==> src/rtl/ccp_tag_pkg.sv <==
// Shared types and helpers for the CCP tag-bank arbiter.
// Holds the default geometry, per-way/per-set tag types, the arbiter FSM
// encoding and the set -> (bank, bank address) mapping helpers.
package ccp_tag_pkg;

    localparam int unsigned DEF_N_SETS      = 1024;
    localparam int unsigned DEF_N_TAG_BANKS = 2;
    localparam int unsigned DEF_N_WAYS      = 2;
    localparam int unsigned DEF_TAG_W       = 25;

    typedef logic [DEF_TAG_W-1:0]            tag_way_t;
    typedef tag_way_t [DEF_N_WAYS-1:0]       tag_set_t;

    typedef enum logic {
        INIT,
        RUN
    } fsm_e;

    // Bank count is a power of two, so these reduce to bit slices of the set index:
    // low bits pick the bank, the remaining high bits are the in-bank address.
    function automatic int unsigned set_bank(input int unsigned set_idx,
                                             input int unsigned n_banks);
        return set_idx % n_banks;
    endfunction

    function automatic int unsigned set_addr(input int unsigned set_idx,
                                             input int unsigned n_banks);
        return set_idx / n_banks;
    endfunction

endpackage

==> src/rtl/ccp_tag_bank_arb_slice.sv <==
// Per-bank conflict arbiter for the CCP tag banks.
// Ports:
//   clk, reset       clock, synchronous active-high reset
//   lkp_req/upd_req  lookup / update targeting this bank this cycle
//   lkp_gnt/upd_gnt  combinational grants
// A lone requester is always granted. On a conflict the prio bit picks the
// winner (0 = update) and then flips so the loser wins the next conflict.
module ccp_tag_bank_arb_slice (
    input  logic clk,
    input  logic reset,
    input  logic lkp_req,
    input  logic upd_req,
    output logic lkp_gnt,
    output logic upd_gnt
);

    logic prio_q;
    logic conflict;

    always_comb begin
        conflict = lkp_req && upd_req;
        lkp_gnt  = lkp_req && (!upd_req || prio_q);
        upd_gnt  = upd_req && (!lkp_req || !prio_q);
    end

    always_ff @(posedge clk) begin
        if (reset) begin
            prio_q <= 1'b0;
        end else if (conflict) begin
            prio_q <= ~prio_q;
        end
    end

endmodule

==> src/rtl/ccp_tag_bank_arbiter.sv <==
// Shares the banked CCP tag SRAMs between a lookup (read) and an update (write) port.
// After reset every bank is zero-filled (all addresses, all ways) before traffic is
// accepted. In RUN each bank is arbitrated independently; lookups return data one
// cycle after acceptance, taken straight from the SRAM read port of the registered bank.
// Ports:
//   clk, reset                    clock, synchronous active-high reset
//   lkp_valid/lkp_ready/lkp_set   lookup request handshake and set index
//   rsp_valid/rsp_data            lookup response (all ways), no backpressure
//   upd_valid/upd_ready/upd_set   update request handshake and set index
//   upd_way_mask/upd_data         ways to write and per-way write data
//   init_done                     zero-fill finished
//   tag_mem_*                     per-bank SRAM controls, bank b at slice b
//   tag_mem_data_out              per-bank SRAM read data, 1 cycle after a read
module ccp_tag_bank_arbiter
    import ccp_tag_pkg::*;
#(
    parameter int unsigned N_SETS      = DEF_N_SETS,
    parameter int unsigned N_TAG_BANKS = DEF_N_TAG_BANKS,
    parameter int unsigned N_WAYS      = DEF_N_WAYS,
    parameter int unsigned TAG_W       = DEF_TAG_W,
    localparam int unsigned SET_W          = $clog2(N_SETS),
    localparam int unsigned BNK_W          = $clog2(N_TAG_BANKS),
    localparam int unsigned SET_PER_BANK_W = $clog2(N_SETS / N_TAG_BANKS),
    localparam int unsigned SET_DATA_W     = N_WAYS * TAG_W
) (
    input  logic                                 clk,
    input  logic                                 reset,
    input  logic                                 lkp_valid,
    output logic                                 lkp_ready,
    input  logic [SET_W-1:0]                     lkp_set,
    output logic                                 rsp_valid,
    output logic [SET_DATA_W-1:0]                rsp_data,
    input  logic                                 upd_valid,
    output logic                                 upd_ready,
    input  logic [SET_W-1:0]                     upd_set,
    input  logic [N_WAYS-1:0]                    upd_way_mask,
    input  logic [SET_DATA_W-1:0]                upd_data,
    output logic                                 init_done,
    output logic [N_TAG_BANKS-1:0]               tag_mem_chip_en,
    output logic [N_TAG_BANKS-1:0]               tag_mem_write_en,
    output logic [N_TAG_BANKS*N_WAYS-1:0]        tag_mem_write_en_mask,
    output logic [N_TAG_BANKS*SET_PER_BANK_W-1:0] tag_mem_address,
    output logic [N_TAG_BANKS*SET_DATA_W-1:0]    tag_mem_data_in,
    input  logic [N_TAG_BANKS*SET_DATA_W-1:0]    tag_mem_data_out
);

    // Keeps the bank-index registers at least one bit wide for single-bank builds.
    localparam int unsigned BNK_IDX_W = (BNK_W == 0) ? 1 : BNK_W;

    fsm_e                      state_q, state_d;
    logic [SET_PER_BANK_W-1:0] fill_cnt_q, fill_cnt_d;
    logic                      rsp_pend_q;
    logic [BNK_IDX_W-1:0]      rsp_bank_q;

    logic                      live, fill, run;
    logic [BNK_IDX_W-1:0]      lkp_bank, upd_bank;
    logic [SET_PER_BANK_W-1:0] lkp_addr, upd_addr;
    logic [N_TAG_BANKS-1:0]    lkp_req, upd_req, lkp_gnt, upd_gnt;

    // Outputs are forced to their reset values while reset is held, so the fill
    // starts at address 0 in the first cycle reset is low.
    assign live = ~reset;
    assign fill = live && (state_q == INIT);
    assign run  = live && (state_q == RUN);

    assign lkp_bank = BNK_IDX_W'(set_bank(32'(lkp_set), N_TAG_BANKS));
    assign upd_bank = BNK_IDX_W'(set_bank(32'(upd_set), N_TAG_BANKS));
    assign lkp_addr = SET_PER_BANK_W'(set_addr(32'(lkp_set), N_TAG_BANKS));
    assign upd_addr = SET_PER_BANK_W'(set_addr(32'(upd_set), N_TAG_BANKS));

    assign lkp_req = (run && lkp_valid) ? (N_TAG_BANKS'(1) << lkp_bank) : '0;
    assign upd_req = (run && upd_valid) ? (N_TAG_BANKS'(1) << upd_bank) : '0;

    for (genvar b = 0; b < N_TAG_BANKS; b++) begin : g_bank
        ccp_tag_bank_arb_slice u_slice (
            .clk     (clk),
            .reset   (reset),
            .lkp_req (lkp_req[b]),
            .upd_req (upd_req[b]),
            .lkp_gnt (lkp_gnt[b]),
            .upd_gnt (upd_gnt[b])
        );
    end

    // State register
    always_ff @(posedge clk) begin
        if (reset) begin
            state_q    <= INIT;
            fill_cnt_q <= '0;
        end else begin
            state_q    <= state_d;
            fill_cnt_q <= fill_cnt_d;
        end
    end

    // Next state: one fill address per cycle, RUN after the last one.
    always_comb begin
        state_d    = state_q;
        fill_cnt_d = fill_cnt_q;
        if (state_q == INIT) begin
            fill_cnt_d = fill_cnt_q + SET_PER_BANK_W'(1);
            if (fill_cnt_q == '1) begin
                state_d = RUN;
            end
        end
    end

    // Outputs
    always_comb begin
        tag_mem_chip_en       = '0;
        tag_mem_write_en      = '0;
        tag_mem_write_en_mask = '0;
        tag_mem_address       = '0;
        tag_mem_data_in       = '0;
        for (int b = 0; b < N_TAG_BANKS; b++) begin
            if (fill) begin
                tag_mem_chip_en[b]                                     = 1'b1;
                tag_mem_write_en[b]                                    = 1'b1;
                tag_mem_write_en_mask[b*N_WAYS +: N_WAYS]              = '1;
                tag_mem_address[b*SET_PER_BANK_W +: SET_PER_BANK_W]    = fill_cnt_q;
            end else if (upd_gnt[b] && (|upd_way_mask)) begin
                // An all-zero mask is still accepted but leaves the bank idle.
                tag_mem_chip_en[b]                                     = 1'b1;
                tag_mem_write_en[b]                                    = 1'b1;
                tag_mem_write_en_mask[b*N_WAYS +: N_WAYS]              = upd_way_mask;
                tag_mem_address[b*SET_PER_BANK_W +: SET_PER_BANK_W]    = upd_addr;
                tag_mem_data_in[b*SET_DATA_W +: SET_DATA_W]            = upd_data;
            end else if (lkp_gnt[b]) begin
                tag_mem_chip_en[b]                                     = 1'b1;
                tag_mem_address[b*SET_PER_BANK_W +: SET_PER_BANK_W]    = lkp_addr;
            end
        end

        lkp_ready = |lkp_gnt;
        upd_ready = |upd_gnt;
        init_done = run;
        rsp_valid = live && rsp_pend_q;
        rsp_data  = rsp_valid ? tag_mem_data_out[rsp_bank_q*SET_DATA_W +: SET_DATA_W] : '0;
    end

    // Read return: remember which bank's read port holds the accepted lookup.
    always_ff @(posedge clk) begin
        if (reset) begin
            rsp_pend_q <= 1'b0;
            rsp_bank_q <= '0;
        end else begin
            rsp_pend_q <= lkp_ready;
            if (lkp_ready) begin
                rsp_bank_q <= lkp_bank;
            end
        end
    end

endmodule

==> config.mk <==
export PLATFORM = sky130hd
export DESIGN_NAME = ccp_tag_bank_arbiter
export DESIGN_NICKNAME = d
export VERILOG_FILES = /design/src/rtl/ccp_tag_pkg.sv /design/src/rtl/ccp_tag_bank_arb_slice.sv /design/src/rtl/ccp_tag_bank_arbiter.sv
export SDC_FILE = /design/constraint.sdc
export NUM_CORES = 1
export LEC_CHECK = 0
export CAP_MARGIN = 20
export CELL_PAD_IN_SITES_DETAIL_PLACEMENT = 1
export CELL_PAD_IN_SITES_GLOBAL_PLACEMENT = 2
export CORE_MARGIN = 4
export CORE_UTILIZATION = 10
export CTS_CLUSTER_SIZE = 40
export DETAILED_ROUTE_END_ITERATION = 12
export PLACE_DENSITY = 0.89
export SYNTH_ARGS = -nofsm -noshare
export SYNTH_HDL_FRONTEND = slang
export SYNTH_HIERARCHICAL = 1
export SYNTH_SLANG_ARGS = --single-unit
export TNS_END_PERCENT = 30
==> constraint.sdc <==
create_clock -name clk -period 4.3 [get_ports clk]
set_clock_uncertainty 0.15 [all_clocks]
set_input_delay 1.075 -clock clk [delete_from_list [all_inputs] [get_ports clk]]
set_output_delay 1.075 -clock clk [all_outputs]
set_load 0.01 [all_outputs]
==> impl_metrics.yaml, run 1 <==
# generated from flow reports
power_and_ir_drop:
  p_per_area_nw_per_um2: 84.8
  ir_drop_v: 0.000109
critical_path:
  slowest_delay_ns: 0.54
  critPathArrivalTime_ns: 3.19
  cp.required_ns: 3.07
  regToRegSetupSlack_ns: 2.42
  path_max_fanout: 8
  critPathCaptureType: "output pin"
  cp-endpoint: "tag_mem_data_in[84]"
  worstPathCellList: "clkdlybuf4s50_1 -> and3_2 -> a21boi_4 -> buf_4 -> o21ai_4 -> buf_12 -> buf_4 -> nor2_1 -> clkdlybuf4s50_1"
  crit_slowest_cell: "clkdlybuf4s50_1"
  worst_r2r_path_depth: 11
  rr_endpoint: "rsp_bank_q"
  crit_type: "input port to output pin"
  cp-start-kind: "input port"
placed_design:
  io_buffers: 355
  place.gp.congestion: 0.824
  dp.cells: 1134
  dpl.hpwl_um: 16100
  placed_cell_area_sq_um: 6760
run_status:
  status: "finished with violations"
  failed_checks: "setup timing"
global_routing:
  grt_max_degree: 34
  overflow: 0
  grt_pass1_vias: 4739
  antenna_found_initial: 3
  grt_pass1_wl_um: 28200
  track_usage_pct: 12.6
finish:
  fillers: 2986
  syn2layout_area_growth_pct: 185
  final_cell_area_sq_um: 7100
  nets: 1000
  flop_area_sq_um: 282
  drive_above_1_share_pct: 10.6
worst_hold_path:
  worstHoldEndpoint: "fill_cnt_q[7]"
  hold_path_depth: 2
floorplan:
  rows: 57
  die_w_um: 166
  core_sq_um: 24400
  die-area_sq_um: 27500
  fp_util_pct: 10.2
  ios: 356
  die_y_um: 166
cts:
  holdBufCountCts: 0
  clock_path_buffers: 2
  clock_latency_ns: 0.24
  clkTransAtPathRegs_ns: 0.05
  post_cts_buffers: 2
  cts_sinks: 14
  cts_tree: "yes"
  cts.htree.levels: 1
  cts_root_buf: "clkbuf_16"
final_timing:
  worstMarginPinSlew_ns: 0.543
  rsz0062_at_grt: "yes"
  hold_viol_final: 0
  relSlewSlack_pct: 63.8
  period_needed_ns: 4.42
  slew_violations: 0
  fmax_mhz: 226
  finalCritPeriodShare_pct: 103
  setup_ws_ns: -0.115
  setup_violations: 3
logic_synthesis:
  ys_area_sq_um: 2490
  synth_area_sq_um: 2490
  postSynthAreaPerCell_sq_um: 5.57
  synth_top_cell_by_area: "nor2_1"
  synth_stat.cells: 448
  syn_nets: 626
  ys_warn_count: 6
  top_cell_area_share_pct: 25.9
  area_leaders: "nor2_1, mux2i_1, nand2_1"
  synth.distinct_cells: 30
  ys_seq_share_pct: 11.2
  ys_seq_elements: 14
drt:
  wl_per_cell_um: 16.5
  viasPerCell: 3.97
  drcViolationCount: 0
  ant_nets: 0
  first_pass_iters: 4
  drtIter0Drc: 118
run:
  drv_cap: 0
==> run 1: synth_stat cells <==
| master | n |
|---|---|
| and3_1 | 2 |
| nand3_1 | 20 |
| o21a_1 | 2 |
| clkbuf_1 | 24 |
| nand4b_1 | 2 |
| inv_1 | 5 |
| mux2i_1 | 52 |
| nor2b_1 | 2 |
| buf_2 | 16 |
| nand2b_1 | 2 |
| nor2_1 | 172 |
| nand3b_1 | 3 |
| a31oi_1 | 18 |
| nand4_2 | 1 |
| a21boi_0 | 4 |
| o31ai_1 | 1 |
| or3_1 | 2 |
| buf_1 | 1 |
| or4_1 | 1 |
| or2_2 | 4 |
| a21bo_1 | 2 |
| o21ai_0 | 3 |
| nand2_1 | 81 |
| o21ai_2 | 2 |
| a21oi_2 | 2 |
| ha_1 | 2 |
| xnor2_1 | 1 |
| dfxtp_1 | 14 |
| a21oi_1 | 4 |
| xor2_1 | 3 |
==> run 1: logic make-up after synthesis <==
| group | after synthesis | share of synthesized area [%] |
|---|---|---|
| muxes | 52 | 20.9 |
| DFF | 14 | 11.2 |
| and+or+nand+nor | 292 | 47.5 |
| xor gates and xnor gates | 4 | 1.41 |
| buffers and inverters | 46 | 7.73 |
| adders and majority gates | 2 | 1.00 |
| AOI/OAI and AO/OA | 38 | 10.2 |
==> run 1: per-stage QoR <==
| step | power (mW) | util (%) | worst slack [ns] | setup TNS, ns | hold WS [ns] |
|---|---|---|---|---|---|
| 2_1_floorplan | 0.206 | - | 0.297 | 0 | 0.317 |
| 5_1_grt | 0.641 | 29.1 | -0.217 | -1.08 | 0.390 |
| 6_report | 0.602 | 29.1 | -0.115 | -0.342 | 0.363 |
| 3_3_place_gp | 0.442 | 27.7 | -0.560 | -59.09 | 0.341 |
| 4_1_cts | 0.617 | 28.0 | -0.246 | -10.06 | 0.367 |
| 3_5_place_dp | 0.445 | 27.7 | -0.593 | -63.38 | 0.359 |
==> run 1: flip-flops by register name, summed over array words and instances (netlist names) <==
name                   flops
rsp_pend_q                 1
state_q                    1
fill_cnt_q                 9
g_bank.u_slice/prio_q      2
rsp_bank_q                 1
==> run 1: power by group <==
group | switching, mW | internal, mW | total (mW)
sequential | 0.00421 | 0.133 | 0.137
combinational | 0.101 | 0.191 | 0.292
clock | 0.0515 | 0.122 | 0.173
total | 0.157 | 0.445 | 0.602
==> run 1: critical path: cells and delay by family <==
| kind | cells | cell delay, ns |
|---|---|---|
| buffers and inverters | 5 | 1.51 |
| AOI/OAI and AO/OA | 2 | 0.28 |
| and+or+nand+nor | 2 | 0.32 |
==> run 1: metal layers <==
| layer | vias to the layer above | track usage (%) | part of all wire [%] |
|---|---|---|---|
| li1 | 2206 | - | - |
| met1 | 2086 | 14.1 | 39 |
| met2 | 254 | 22.9 | 50 |
| met3 | 6 | 4.98 | 11 |
| met4 | 0 | 2.08 | 0.68 |
| met5 | - | 0 | 0 |
==> run 1: area by class of cell <==
| cell class | instances | area share, % |
|---|---|---|
| antenna | 3 | 0.106 |
| inverter | 5 | 0.265 |
| tap | 324 | 5.71 |
| sequential | 14 | 3.97 |
| multi-input combinational | 388 | 29.4 |
| clock buffer | 3 | 1.06 |
| timing repair buffer | 410 | 59.5 |
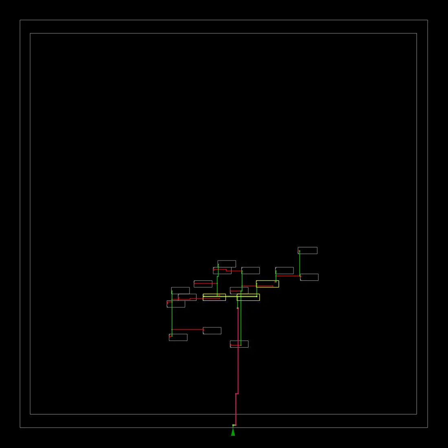
run_1/final_clocks.png
flop count: 14
cts bufs inserted: 3

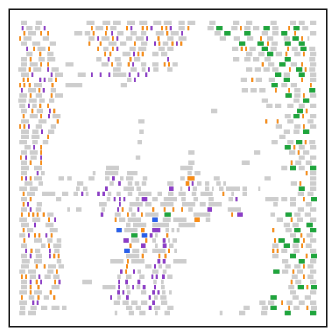
run_1/gate_families.png
legend:
  green:
    family: multiplexers
    cells: 52
    where: a vertical strip on the right
  blue:
    family: XOR/XNOR gates
    cells: 4
  purple:
    family: NAND gates
    cells: 109
  orange:
    family: NOR gates
    cells: 174
    where: spread over the die
most used logic cell in the final layout: clkdlybuf4s50_1
Non-Filler Instances: 1147
Comb/total area: 29.4%

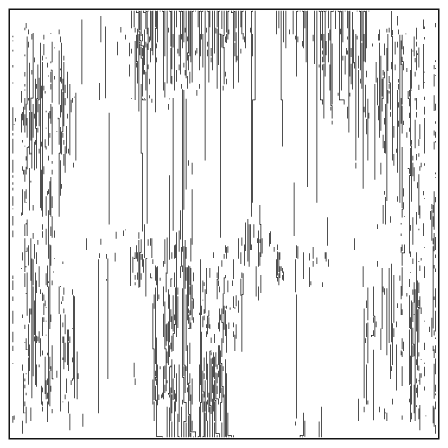
run_1/met2.png
share of all routed wire: 50%
wire length on this layer: 9400 um
global-route met2 utilization: 22.9%
total wire length: 18900 um
vias: 4552

## Run 2: what changed since run 1
--- a/config.mk
+++ b/config.mk
@@ -12,7 +12,8 @@
 export CORE_UTILIZATION = 10
 export CTS_CLUSTER_SIZE = 40
 export DETAILED_ROUTE_END_ITERATION = 12
-export PLACE_DENSITY = 0.89
+export PLACE_DENSITY_LB_ADDON = 0.1
+export SLEW_MARGIN = 20
 export SYNTH_ARGS = -nofsm -noshare
 export SYNTH_HDL_FRONTEND = slang
 export SYNTH_HIERARCHICAL = 1
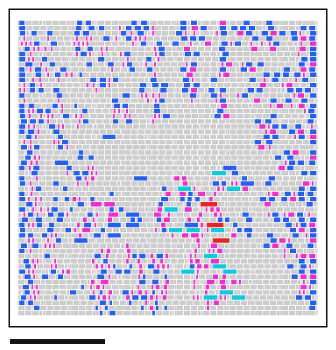
run_2/cell_classes.png
Scale bar: 50 um. Fill, decap, tap and diode cells in grey.
legend:
  blue:
    class: other buffers and delay cells
    cells: 398
    share_of_their_area: 61%
  cyan:
    class: flip-flops
    cells: 14
    share_of_their_area: 4.5%
  magenta:
    class: all other logic
    cells: 393
    share_of_their_area: 33%
  red:
    class: cells driving clock nets
    cells: 3
    share_of_their_area: 1.2%
Site Rows: 57
fraction of area in registers: 4.22%

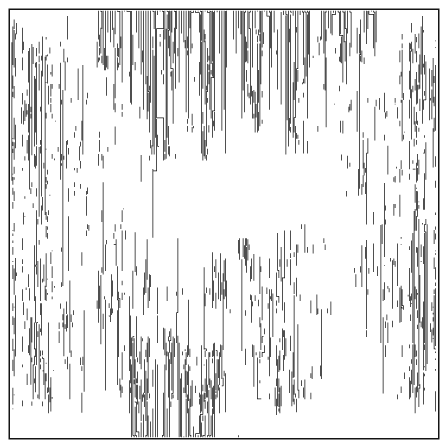
run_2/met2.png
longest straight run: 75.8 um
nets with wire on the layer: 878
main direction: vertical
share of all routed wire: 50%
total wire length: 19400 um
vias: 4478
global-route met2 utilization: 24.6%

==> run 2 against run 1 <==
Net effect:
- the run now ends clean
- count of clock-buffer cells in the layout did not move
- cell area down 5.9%
- maximum frequency grew 6.8%
- synthesized cell count is the same
- worst hold slack better by 0.0054 ns
- sequential share of layout area grew 0.25 points
- critical path depth up 2
- first-iteration DRC count is 27% higher
- area after synthesis unchanged
- largest cell class unchanged
- highest routed layer unchanged
==> impl_metrics.yaml, run 2 <==
# generated from flow reports
logic_synthesis:
  syn_nets: 626
  yosys-top-cells-count: "nor2_1, nand2_1, mux2i_1, clkbuf_1, nand3_1"
  ys_seq_share_pct: 11.2
  ys_area_sq_um: 2490
  synth_stat.cells: 448
  async_reset_ff_share_pct: 0
  edf_count: 0
  ys.flop_type: "dfxtp_1"
  yosysMostFrequentCell: "nor2_1"
  synth_top_cell_by_area: "nor2_1"
  ys_warn_count: 6
  ys_seq_elements: 14
  synth.distinct_cells: 30
  top_cell_area_share_pct: 25.9
  synth_area_sq_um: 2490
  area_leaders: "nor2_1, mux2i_1, nand2_1"
critical_path:
  cp.required_ns: 3.07
  path_max_fanout: 10
  crit_type: "input port to output pin"
  critPathCaptureType: "output pin"
  cp-start-kind: "input port"
global_routing:
  overflow: 0
  grt_pass1_wl_um: 29400
  grt_max_degree: 52
final_timing:
  worstMarginPinSlew_ns: 0.374
  fmax_mhz: 242
  rsz0062_at_grt: "no"
  finalCritPeriodShare_pct: 96.1
  hold_slack_ns: 0.368
  hold_viol_final: 0
  setup_ws_ns: 0.166
  relSlewSlack_pct: 75.1
placed_design:
  dp_slack_ns: -0.584
  io_buffers: 355
  place.gp.congestion: 0.783
  dpl.hpwl_um: 16400
floorplan:
  die_w_um: 166
  die-area_sq_um: 27500
  core_sq_um: 24400
  fp_util_pct: 10.2
run_status:
  status: "finished, final reports clean"
power_and_ir_drop:
  p_per_area_nw_per_um2: 88.5
  ir_drop_v: 0.0000906
finish:
  final_common_cell: "clkdlybuf4s50_1"
  top_regs: "fill_cnt_q (9), g_bank.u_slice/prio_q (2)"
  drive_above_1_share_pct: 11.4
  largest_reg_flops: 9
  top_register: "fill_cnt_q"
  nets: 988
  diodes: 0
cts:
  cts_sinks: 14
  cts_tree: "yes"
  cts.htree.levels: 1
  clock_latency_ns: 0.24
  cts_root_buf: "clkbuf_16"
  holdBufCountCts: 0
drt:
  viasPerCell: 3.96
  first_pass_iters: 4
  ant_nets: 0
  drtIter0Drc: 150
## run 2: worst paths after layout
check	start	end	slack, ns	cells after the start
worst min-delay path	fill_cnt_q[5]	fill_cnt_q[5]	0.37	2
worst min register to register	fill_cnt_q[5]	fill_cnt_q[5]	0.37	2
worst max-delay path	upd_valid	tag_mem_chip_en[0]	0.17	11
worst max register to register	state_q	rsp_bank_q	2.26	13
## run 2: per-layer routing
layer / wire length [um] / GRT usage [%]
met1: 7480 / 14.6
met2: 9770 / 24.6
met3: 1940 / 5.09
met4: 179 / 1.79
met5: 0 / 0
## run 2: cell families after synthesis
family | count (synthesis) | share of synthesized area (%)
flops | 14 | 11.2
compound gates | 38 | 10.2
xor+xnor | 4 | 1.41
buf+inv | 46 | 7.73
mux | 52 | 20.9
fa+ha+maj | 2 | 1.00
simple gates | 292 | 47.5
## run 2: report_power, final
part | switching, mW | total (mW) | internal (mW) | leakage (nW)
sequential | 0.00393 | 0.137 | 0.133 | 0.114
clock | 0.0521 | 0.174 | 0.122 | 0.0370
combinational | 0.0959 | 0.281 | 0.185 | 2.69
total | 0.152 | 0.591 | 0.439 | 2.84
## run 2: what timing repair did
item / CTS / global route
endpoints found under the setup margin: 128 / 123
gates cloned: 0 / 0
setup buffers: 3 / 2
pin swaps: 2 / 1
resized: 226 / 5
## run 2: layout make-up
type / count / area [sq um]
inverter: 5 / 18.8
fill: 2988 / 17700
clock buffer: 3 / 75.1
timing repair buffer: 398 / 3810
tap: 324 / 405
multi-input combinational: 388 / 2080
sequential: 14 / 282
## run 2: worst max-delay path: stages
cell	delay (ns)
clkdlybuf4s50_1	0.48
nand2_1	0.09
nor2_4	0.14
buf_4	0.13
buf_4	0.09
a21boi_1	0.06
buf_4	0.14
buf_6	0.13
buf_4	0.13
or2_2	0.29
buf_2	0.15
## run 2: metrics by stage
step	instances	setup TNS (ns)	util, %	power, mW
3_3_place_gp	1124	-46.96	27.6	0.431
2_1_floorplan	448	0	-	0.206
6_report	1132	0	27.4	0.591
3_5_place_dp	1124	-53.13	27.6	0.435
4_1_cts	1130	-0.0828	27.3	0.603
5_1_grt	1132	0	27.4	0.626
## Run 3: what changed since run 2
==> constraint.sdc (replaced) <==
create_clock -name clk -period 5 [get_ports clk]
set_clock_uncertainty 0.15 [all_clocks]
set_input_delay 1.25 -clock clk [delete_from_list [all_inputs] [get_ports clk]]
set_output_delay 1.25 -clock clk [all_outputs]
set_load 0.01 [all_outputs]
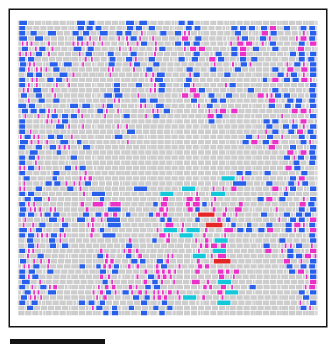
run_3/cell_classes.png
Scale bar: 50 um. Fill, decap, tap and diode cells in grey.
legend:
  cyan:
    class: flip-flops
    cells: 14
    share_of_their_area: 4.4%
  blue:
    class: other buffers and delay cells
    cells: 384
    share_of_their_area: 62%
  red:
    class: cells driving clock nets
    cells: 3
    share_of_their_area: 1.2%
  magenta:
    class: all other logic
    cells: 393
    share_of_their_area: 33%
fraction of area in registers: 4.16%
finished layout cell area: 6770 sq um
Core Util, Final: 27.7%
core area: 24400 sq um

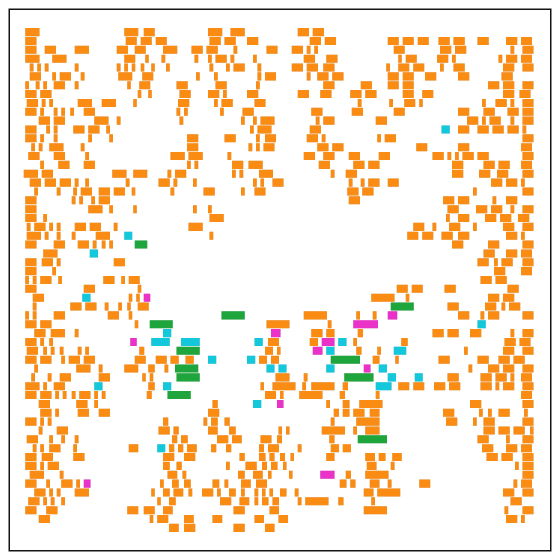
run_3/drive_strength.png
legend:
  orange:
    size: drive 1 or less
    cells: 747
    share: 94%
    most_used: clkdlybuf4s50_1
  green:
    size: drive 6 and up
    cells: 11
    share: 1.4%
    most_used: buf_12
  magenta:
    size: drive 2
    cells: 11
    share: 1.4%
    most_used: or2_2
  cyan:
    size: drive 3 to 4
    cells: 25
    share: 3.1%
    most_used: buf_4
Worst Slack Setup Final: 0.110 ns
Buffers, non-clock: 384
Layout area overhead: 171%

==> run 3 against run 2 <==
Net effect:
- critical path depth is 1 lower
- power shrank 14%
- via count is 1.1% lower
- global-route usage up 0.063 points
- largest power group unchanged
- flip-flop count unchanged
- sequential power shrank about 10%
- critical endpoint is now tag_mem_data_in[27]
- count of clock-buffer cells in the layout unchanged
==> impl_metrics.yaml, run 3 <==
# generated from flow reports
critical_path:
  crit_slowest_cell: "clkdlybuf4s50_1"
  crit_type: "input port to output pin"
  worst_r2r_path_depth: 9
  cp.required_ns: 3.60
  crit_path_frequent_cell: "clkdlybuf4s50_1"
  critPathCaptureType: "output pin"
  cp-start-kind: "input port"
  cp-endpoint: "tag_mem_data_in[27]"
logic_synthesis:
  edf_count: 0
  yosys-top-cells-count: "nor2_1, nand2_1, mux2i_1, clkbuf_1, nand3_1"
  logic_family: "simple AND/OR/NAND/NOR gates"
  synth_area_sq_um: 2490
  ys_seq_elements: 14
  ys_sh_simple_pct: 47.5
  ys.flop_type: "dfxtp_1"
  ys_sh_aoi_pct: 10.2
  ys_warn_count: 6
  synthMuxAreaShare_pct: 20.9
  ys_seq_share_pct: 11.2
  top_cell_area_share_pct: 25.9
  synth_stat.cells: 448
  ys_area_sq_um: 2490
  synth_xor_xnor_area_share_pct: 1.40
global_routing:
  grt_pass1_wl_um: 29500
  grt_max_degree: 52
drt:
  ant_nets: 0
  routed_wl_um: 19400
  viasPerCell: 3.96
  drtIter0Drc: 129
  vias: 4428
floorplan:
  rows: 57
  die_w_um: 166
  fp_util_pct: 10.2
  die-area_sq_um: 27500
final_timing:
  relSlewSlack_pct: 44.5
  worstMarginPinSlew_ns: 0.833
  hold_viol_final: 0
  finalCritPeriodShare_pct: 97.8
  rsz0062_at_grt: "no"
  hold_slack_ns: 0.354
  fmax_mhz: 204
finish:
  top_regs: "fill_cnt_q (9), g_bank.u_slice/prio_q (2)"
  nets: 974
  largest_reg_flops: 9
  stdcell_count: 1118
  top_register: "fill_cnt_q"
cts:
  cts_tree: "yes"
  cts_sinks: 14
  cts.htree.levels: 1
  clock_latency_ns: 0.24
  cts_root_buf: "clkbuf_16"
  holdBufCountCts: 0
power_and_ir_drop:
  power_uw: 505
run_status:
  status: "finished, final reports clean"
placed_design:
  place.gp.congestion: 0.781
  dp.cells: 1114
-- run 3: critical path: cells and delay by family --
family,cells,cell delay [ns]
buf+inv,4,1.39
compound gates,2,0.28
simple gates,4,0.54
-- run 3: metrics by stage --
step	setup TNS (ns)	setup slack [ns]
floorplan	0	0.647
global placement	-7.87	-0.204
detailed placement	-9.22	-0.242
CTS	0	0.0254
global route	0	0.00699
finish	0	0.110
-- run 3: cell families after synthesis --
group,Yosys count
flops,14
compound gates,38
xor+xnor,4
fa+ha+maj,2
simple gates,292
mux,52
buf+inv,46
-- run 3: worst min-delay path by stage --
stage | depth (start not counted) | from | to
after floorplan | 2 | fill_cnt_q[7] | fill_cnt_q[7]
after global placement | 2 | fill_cnt_q[7] | fill_cnt_q[7]
after detailed placement | 2 | fill_cnt_q[7] | fill_cnt_q[7]
after CTS | 2 | fill_cnt_q[7] | fill_cnt_q[7]
after global routing | 2 | fill_cnt_q[7] | fill_cnt_q[7]
final | 2 | fill_cnt_q[7] | fill_cnt_q[7]
-- run 3: metal layers --
metal | up-vias | GRT usage [%] | part of all wire [%]
li1 | 2146 | - | -
met1 | 2035 | 14.1 | 38
met2 | 239 | 25.9 | 52
met3 | 8 | 4.93 | 9.4
met4 | 0 | 1.29 | 0.64
met5 | - | 0 | 0
-- run 3: where the power goes --
part	leakage, nW	internal [mW]	total, mW	switching [mW]
combinational	2.79	0.157	0.238	0.0812
clock	0.0370	0.105	0.149	0.0448
sequential	0.114	0.114	0.118	0.00353
-- run 3: repair_timing --
| action | CTS | global route |
|---|---|---|
| setup endpoints to repair | 113 | 85 |
| gates resized | 21 | 38 |
| setup buffers | 1 | 0 |
-- run 3: layout make-up --
class	instances	area (sq um)	share of cell area, %
timing repair buffer	384	3930	58.0
multi-input combinational	388	2060	30.4
tap	324	405	5.99
sequential	14	282	4.16
clock buffer	3	75.1	1.11
inverter	5	18.8	0.277
Power figures rest on the tool's default switching activity, not on a simulated workload.
